<file path="src/rtl/fifo_pkg.sv">
// Shared defaults and helpers for the synchronous FIFO controller.
package fifo_pkg;

  function automatic int clog2(input int value);
    int result;
    result = 0;
    while ((1 << result) < value) result++;
    return result;
  endfunction

  localparam int DEF_DATA_WIDTH = 8;
  localparam int DEF_MEM_DEPTH  = 8;
  localparam int DEF_PTR_WIDTH  = clog2(DEF_MEM_DEPTH) + 1;
  localparam int DEF_AE_THRESH  = 2;
  localparam int DEF_FWFT       = 0;

endpackage

</file>
<file path="src/rtl/sync_fifo_mem.sv">
// FIFO storage: one synchronous write port, one asynchronous read port, no reset.
module sync_fifo_mem #(
  parameter int DATA_WIDTH = 8,
  parameter int MEM_DEPTH  = 8,
  parameter int ADDR_WIDTH = 3
) (
  input  logic                  clk_i,
  input  logic                  we_i,
  input  logic [ADDR_WIDTH-1:0] waddr_i,
  input  logic [DATA_WIDTH-1:0] wdata_i,
  input  logic [ADDR_WIDTH-1:0] raddr_i,
  output logic [DATA_WIDTH-1:0] rdata_o
);

  logic [DATA_WIDTH-1:0] mem_q [MEM_DEPTH];

  always_ff @(posedge clk_i) begin
    if (we_i) mem_q[waddr_i] <= wdata_i;
  end

  assign rdata_o = mem_q[raddr_i];

endmodule

</file>
<file path="src/rtl/sync_fifo_ctrl.sv">
// Synchronous FIFO: wrap-bit pointers, occupancy/status flags, sticky error flags,
// and either a registered or a first-word-fall-through read port.
module sync_fifo_ctrl
  import fifo_pkg::*;
#(
  parameter int DATA_WIDTH = DEF_DATA_WIDTH,
  parameter int MEM_DEPTH  = DEF_MEM_DEPTH,
  parameter int PTR_WIDTH  = clog2(MEM_DEPTH) + 1,
  parameter int AF_THRESH  = MEM_DEPTH - 2,
  parameter int AE_THRESH  = DEF_AE_THRESH,
  parameter int FWFT       = DEF_FWFT
) (
  input  logic                  CLK,
  input  logic                  RST,
  input  logic                  CLR,
  input  logic                  W_INC,
  input  logic [DATA_WIDTH-1:0] WR_DATA,
  input  logic                  R_INC,
  output logic [DATA_WIDTH-1:0] RD_DATA,
  output logic                  Full,
  output logic                  Empty,
  output logic                  Almost_Full,
  output logic                  Almost_Empty,
  output logic [PTR_WIDTH-1:0]  Level,
  output logic                  Overflow,
  output logic                  Underflow
);

  localparam int AW = PTR_WIDTH - 1;
  localparam logic [PTR_WIDTH-1:0] AF_LVL = PTR_WIDTH'(AF_THRESH);
  localparam logic [PTR_WIDTH-1:0] AE_LVL = PTR_WIDTH'(AE_THRESH);

  logic [PTR_WIDTH-1:0]  wptr_q, wptr_d, rptr_q, rptr_d;
  logic                  ovf_q, ovf_d, udf_q, udf_d;
  logic                  wr_acc, rd_acc;
  logic [DATA_WIDTH-1:0] mem_rdata;

  assign Level        = wptr_q - rptr_q;
  assign Empty        = (wptr_q == rptr_q);
  assign Full         = (wptr_q[AW] != rptr_q[AW]) && (wptr_q[AW-1:0] == rptr_q[AW-1:0]);
  assign Almost_Full  = (Level >= AF_LVL);
  assign Almost_Empty = (Level <= AE_LVL);
  assign Overflow     = ovf_q;
  assign Underflow    = udf_q;

  // Full/Empty are the pre-edge values, so a read at Full and a write at Empty still go through.
  assign wr_acc = W_INC & ~Full  & ~CLR;
  assign rd_acc = R_INC & ~Empty & ~CLR;

  always_comb begin
    wptr_d = wptr_q;
    rptr_d = rptr_q;
    ovf_d  = ovf_q;
    udf_d  = udf_q;
    if (CLR) begin
      wptr_d = '0;
      rptr_d = '0;
      ovf_d  = 1'b0;
      udf_d  = 1'b0;
    end else begin
      if (wr_acc) wptr_d = wptr_q + PTR_WIDTH'(1);
      if (rd_acc) rptr_d = rptr_q + PTR_WIDTH'(1);
      if (W_INC && Full)  ovf_d = 1'b1;
      if (R_INC && Empty) udf_d = 1'b1;
    end
  end

  always_ff @(posedge CLK or negedge RST) begin
    if (!RST) begin
      wptr_q <= '0;
      rptr_q <= '0;
      ovf_q  <= 1'b0;
      udf_q  <= 1'b0;
    end else begin
      wptr_q <= wptr_d;
      rptr_q <= rptr_d;
      ovf_q  <= ovf_d;
      udf_q  <= udf_d;
    end
  end

  sync_fifo_mem #(
    .DATA_WIDTH (DATA_WIDTH),
    .MEM_DEPTH  (MEM_DEPTH),
    .ADDR_WIDTH (AW)
  ) u_mem (
    .clk_i   (CLK),
    .we_i    (W_INC & ~Full),
    .waddr_i (wptr_q[AW-1:0]),
    .wdata_i (WR_DATA),
    .raddr_i (rptr_q[AW-1:0]),
    .rdata_o (mem_rdata)
  );

  generate
    if (FWFT != 0) begin : g_fwft
      assign RD_DATA = mem_rdata;
    end else begin : g_reg_rd
      logic [DATA_WIDTH-1:0] rd_data_q, rd_data_d;

      always_comb begin
        rd_data_d = rd_data_q;
        if (rd_acc) rd_data_d = mem_rdata;
      end

      always_ff @(posedge CLK or negedge RST) begin
        if (!RST) rd_data_q <= '0;
        else      rd_data_q <= rd_data_d;
      end

      assign RD_DATA = rd_data_q;
    end
  endgenerate

endmodule

</file>
<file path="config.mk">
export PLATFORM = sky130hd
export DESIGN_NAME = sync_fifo_ctrl
export DESIGN_NICKNAME = d
export VERILOG_FILES = /design/src/rtl/fifo_pkg.sv /design/src/rtl/sync_fifo_mem.sv /design/src/rtl/sync_fifo_ctrl.sv
export SDC_FILE = /design/constraint.sdc
export NUM_CORES = 1
export LEC_CHECK = 0
export CORE_MARGIN = 2
export CORE_UTILIZATION = 55
export CTS_CLUSTER_DIAMETER = 120
export CTS_CLUSTER_SIZE = 25
export DETAILED_ROUTE_END_ITERATION = 12
export PLACE_DENSITY = 0.77
export SETUP_SLACK_MARGIN = 0.2
export SLEW_MARGIN = 20
export SYNTH_ARGS = -nofsm -noshare
export SYNTH_HDL_FRONTEND = slang
export SYNTH_SLANG_ARGS = --single-unit
</file>
<file path="constraint.sdc">
create_clock -name CLK -period 4.78 [get_ports CLK]
set_input_delay 1.434 -clock CLK [delete_from_list [all_inputs] [get_ports CLK]]
set_output_delay 1.434 -clock CLK [all_outputs]
set_load 0.1 [all_outputs]
</file>
==> impl_metrics.toml <==
# implementation run metrics
[status]
status = "finished, final reports clean"

[synth]
yosys.area_share.aoi = 0.0406
netlist_instances = 199
yosysWarnings = 0
async_flop_share = 0.220
ys.flop_type = "edfxtp_1"
synth_area_sq_mm = 0.00336
ys_ff = 82
adder_share = 0.0246
avgSynthCellArea_sq_um = 16.9
postSynthSeqShare = 0.706
edf_count = 64
top_logic_kind = "multiplexers"
xor_area_frac = 0.0205
yosysUniqueCellTypes = 28

[clock_tree]
cts_buffers = 9
cts.sink_count = 82
cts_hold_buf = 0
cts_tree = "built"
post_cts_buffers = 0
insertion_delay_ns = 0.35
cts-root-buf = "clkbuf_8"
postCtsResizedCells = 0
clk_pin_slew_ns = 0.08

[power_and_ir_drop]
top_power_group = "registers"
pg_comb_mw = 0.724
p_leak_nw = 1.40
switchingPower_mw = 0.822
p_sw_frac = 0.397
powerDensity_mw_per_mm2 = 524
seqPwrFrac = 0.409
intPower_mw = 1.25
powerClk_mw = 0.500
clkPwrFrac = 0.241
p_comb_frac = 0.350

[flow_run]
drv_cap = 0

[layout]
diodes = 0
finalNetCount = 258
area_delta_synth_final_pct = 17.6

[worst_hold_path]
hp-class = "flop to flop"

[route]
drc = 0
post_drt_wl_per_cell_microns = 18.4
drt_iter0_drc = 93
via_per_inst = 5.55
first_pass_iters = 4

[place]
place_hpwl_mm = 3.65
portBuffers = 30
gp_congestion = 0.736

[final_timing]
post-route-min-period_ns = 4.10
setup_viol = 0
finalClockSkew_ns = 0.00988
relSlewSlack = 0.352
rsz0062_at_grt = "no"
max_freq_ghz = 0.244
whs_ns = 0.484
report.final.hold_viol_count = 0
fin_tns_setup_ns = 0
maxSlewViolCount = 0
period_used_share = 0.858

[global_route]
grt_pass1_wl_mm = 8.98
grt_pass1_vias = 1741
grt_max_degree = 22
antenna_found_initial = 0
grt-ovfl-total = 0
grtUsageTotal = 0.196

[setup_path]
critPathCaptureType = "output pin"
path_class = "flop to output pin"
cp_max_fo = 21
cp-start-kind = "flop"
required_ns = 3.35

[floorplanning]
die_area_sq_mm = 0.00675
die_width_microns = 82.2
core_area_sq_mm = 0.00592
fp-utilization = 0.568
die_y_microns = 82.2
==> worst max-delay path, stage by stage, from the launching register on <==
cell	delay (ns)
dfrtp_1	0.92
inv_1	0.11
ha_1	0.33
nor2b_1	0.12
o21ai_0	0.09
a21oi_1	0.30
o21a_1	0.17
buf_4	0.28
==> cells in the mapped netlist (all sizes together), types with 3 or more instances <==
cell type  number  area share
a21oi           6      0.0089
buf             5      0.0089
dfrtp          18        0.13
edfxtp         64        0.57
ha              5       0.019
inv             8      0.0089
mux2i          10       0.030
mux4           16        0.11
nand2          12       0.013
nor2           16       0.018
o211ai          3      0.0067
o21ai          13       0.020
xnor2           4       0.010
xor2            3       0.010
==> final timing paths <==
path,start,slack [ns],cells past startpoint,end
max in group asynchronous,RST,2.63,1,RD_DATA[6]
min in group asynchronous,RST,1.59,1,RD_DATA[7]
max,rptr_q[1],0.68,7,Almost_Empty
min,RD_DATA[5],0.48,2,RD_DATA[5]
max reg2reg,rptr_q[1],1.54,6,u_mem.mem_q[6][6]
min reg2reg,RD_DATA[5],0.48,2,RD_DATA[5]
==> sequential cells by signal (all words and copies together), names as in the netlist <==
signal	count
u_mem.mem_q	64
rptr_q	4
wptr_q	4
Overflow	1
RD_DATA	8
Underflow	1
==> per-stage QoR <==
stage | power (mW) | instances | worst slack, ns | cell area (sq um)
2_1_floorplan | 1.43 | 199 | 0.498 | 3370
6_report | 2.07 | 319 | 0.678 | 3950
5_1_grt | 2.15 | 319 | 0.492 | 3950
4_1_cts | 2.09 | 319 | 0.635 | 3950
3_5_place_dp | 1.59 | 303 | 1.03 | 3750
3_3_place_gp | 1.58 | 303 | 1.06 | 3750
==> logic make-up after synthesis <==
kind of cell             count (synthesis)
adder cells (fa/ha/maj)                  6
XOR/XNOR                                 7
AND/OR/NAND/NOR                         39
AND-OR/OR-AND                           24
flip-flops                              82
multiplexers                            26
buffers and inverters                   15
==> cell type report <==
| class | instances | area [sq um] |
|---|---|---|
| Sequential cell | 82 | 2370 |
| Inverter | 8 | 30.0 |
| Clock inverter | 7 | 75.1 |
| Tap cell | 75 | 93.8 |
| Timing Repair Buffer | 36 | 325 |
| Clock buffer | 9 | 124 |
| Fill cell | 434 | 1970 |
| Multi-Input combinational cell | 102 | 932 |
==> layer usage <==
| layer | global-route usage | share of wire | up-vias |
|---|---|---|---|
| met1 | 0.254 | 0.43 | 890 |
| met2 | 0.323 | 0.52 | 37 |
| met5 | 0 | 0 | - |
| met3 | 0.0391 | 0.027 | 8 |
| li1 | - | - | 834 |
| met4 | 0.0933 | 0.017 | 0 |
==> placed cells by master, fill, tap and decap left out, drive strengths merged <==
cell	count
edfxtp	64
clkdlybuf4s50	22
dfrtp	18
nor2	16
mux4	16
buf	14
o21ai	13
nand2	12
inv	11
mux2i	10
clkbuf	9
a21oi	6
ha	5
xnor2	4
o211ai	3
xor2	3
nand3	2
nand2b	2
nor3	2
o21a	2
clkinv	2
nor2b	1
and3	1
or2	1
and4	1
or3	1
fa	1
bufinv	1
clkinvlp	1
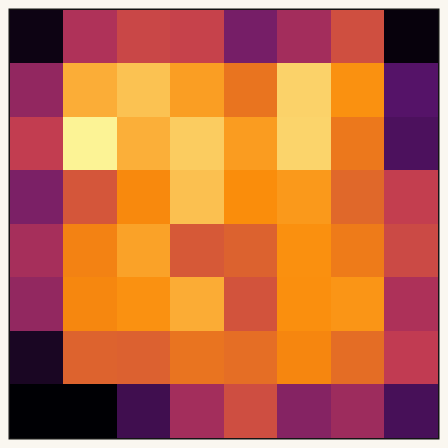
(cell density map)
The die is cut into 8 by 8 equal tiles; black is low, pale yellow is high, 0 to 100% covered.
The mean over all tiles is 57%. The fullest tile reaches 98%. The densest ninth of the die: center.

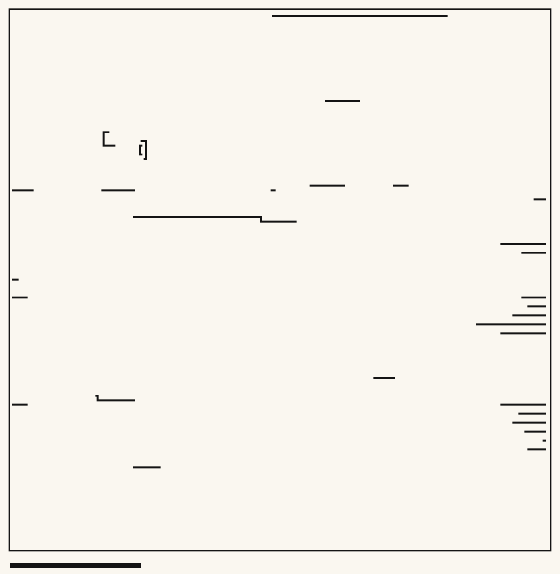
(signal wires on met3)
The bar under the picture is 20 microns long.
The layer holds 2.7% of the routed length. 24 nets have wire on it.

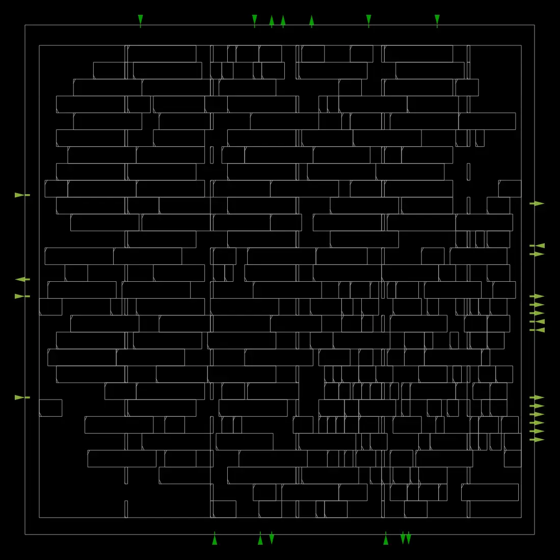
(cell placement)
final-layout fill cell count: 434
fin util: 0.668
sequential cell count: 82
TAP cells: 75
Rows: 28

Power figures rest on the tool's default switching activity, not on a simulated workload.
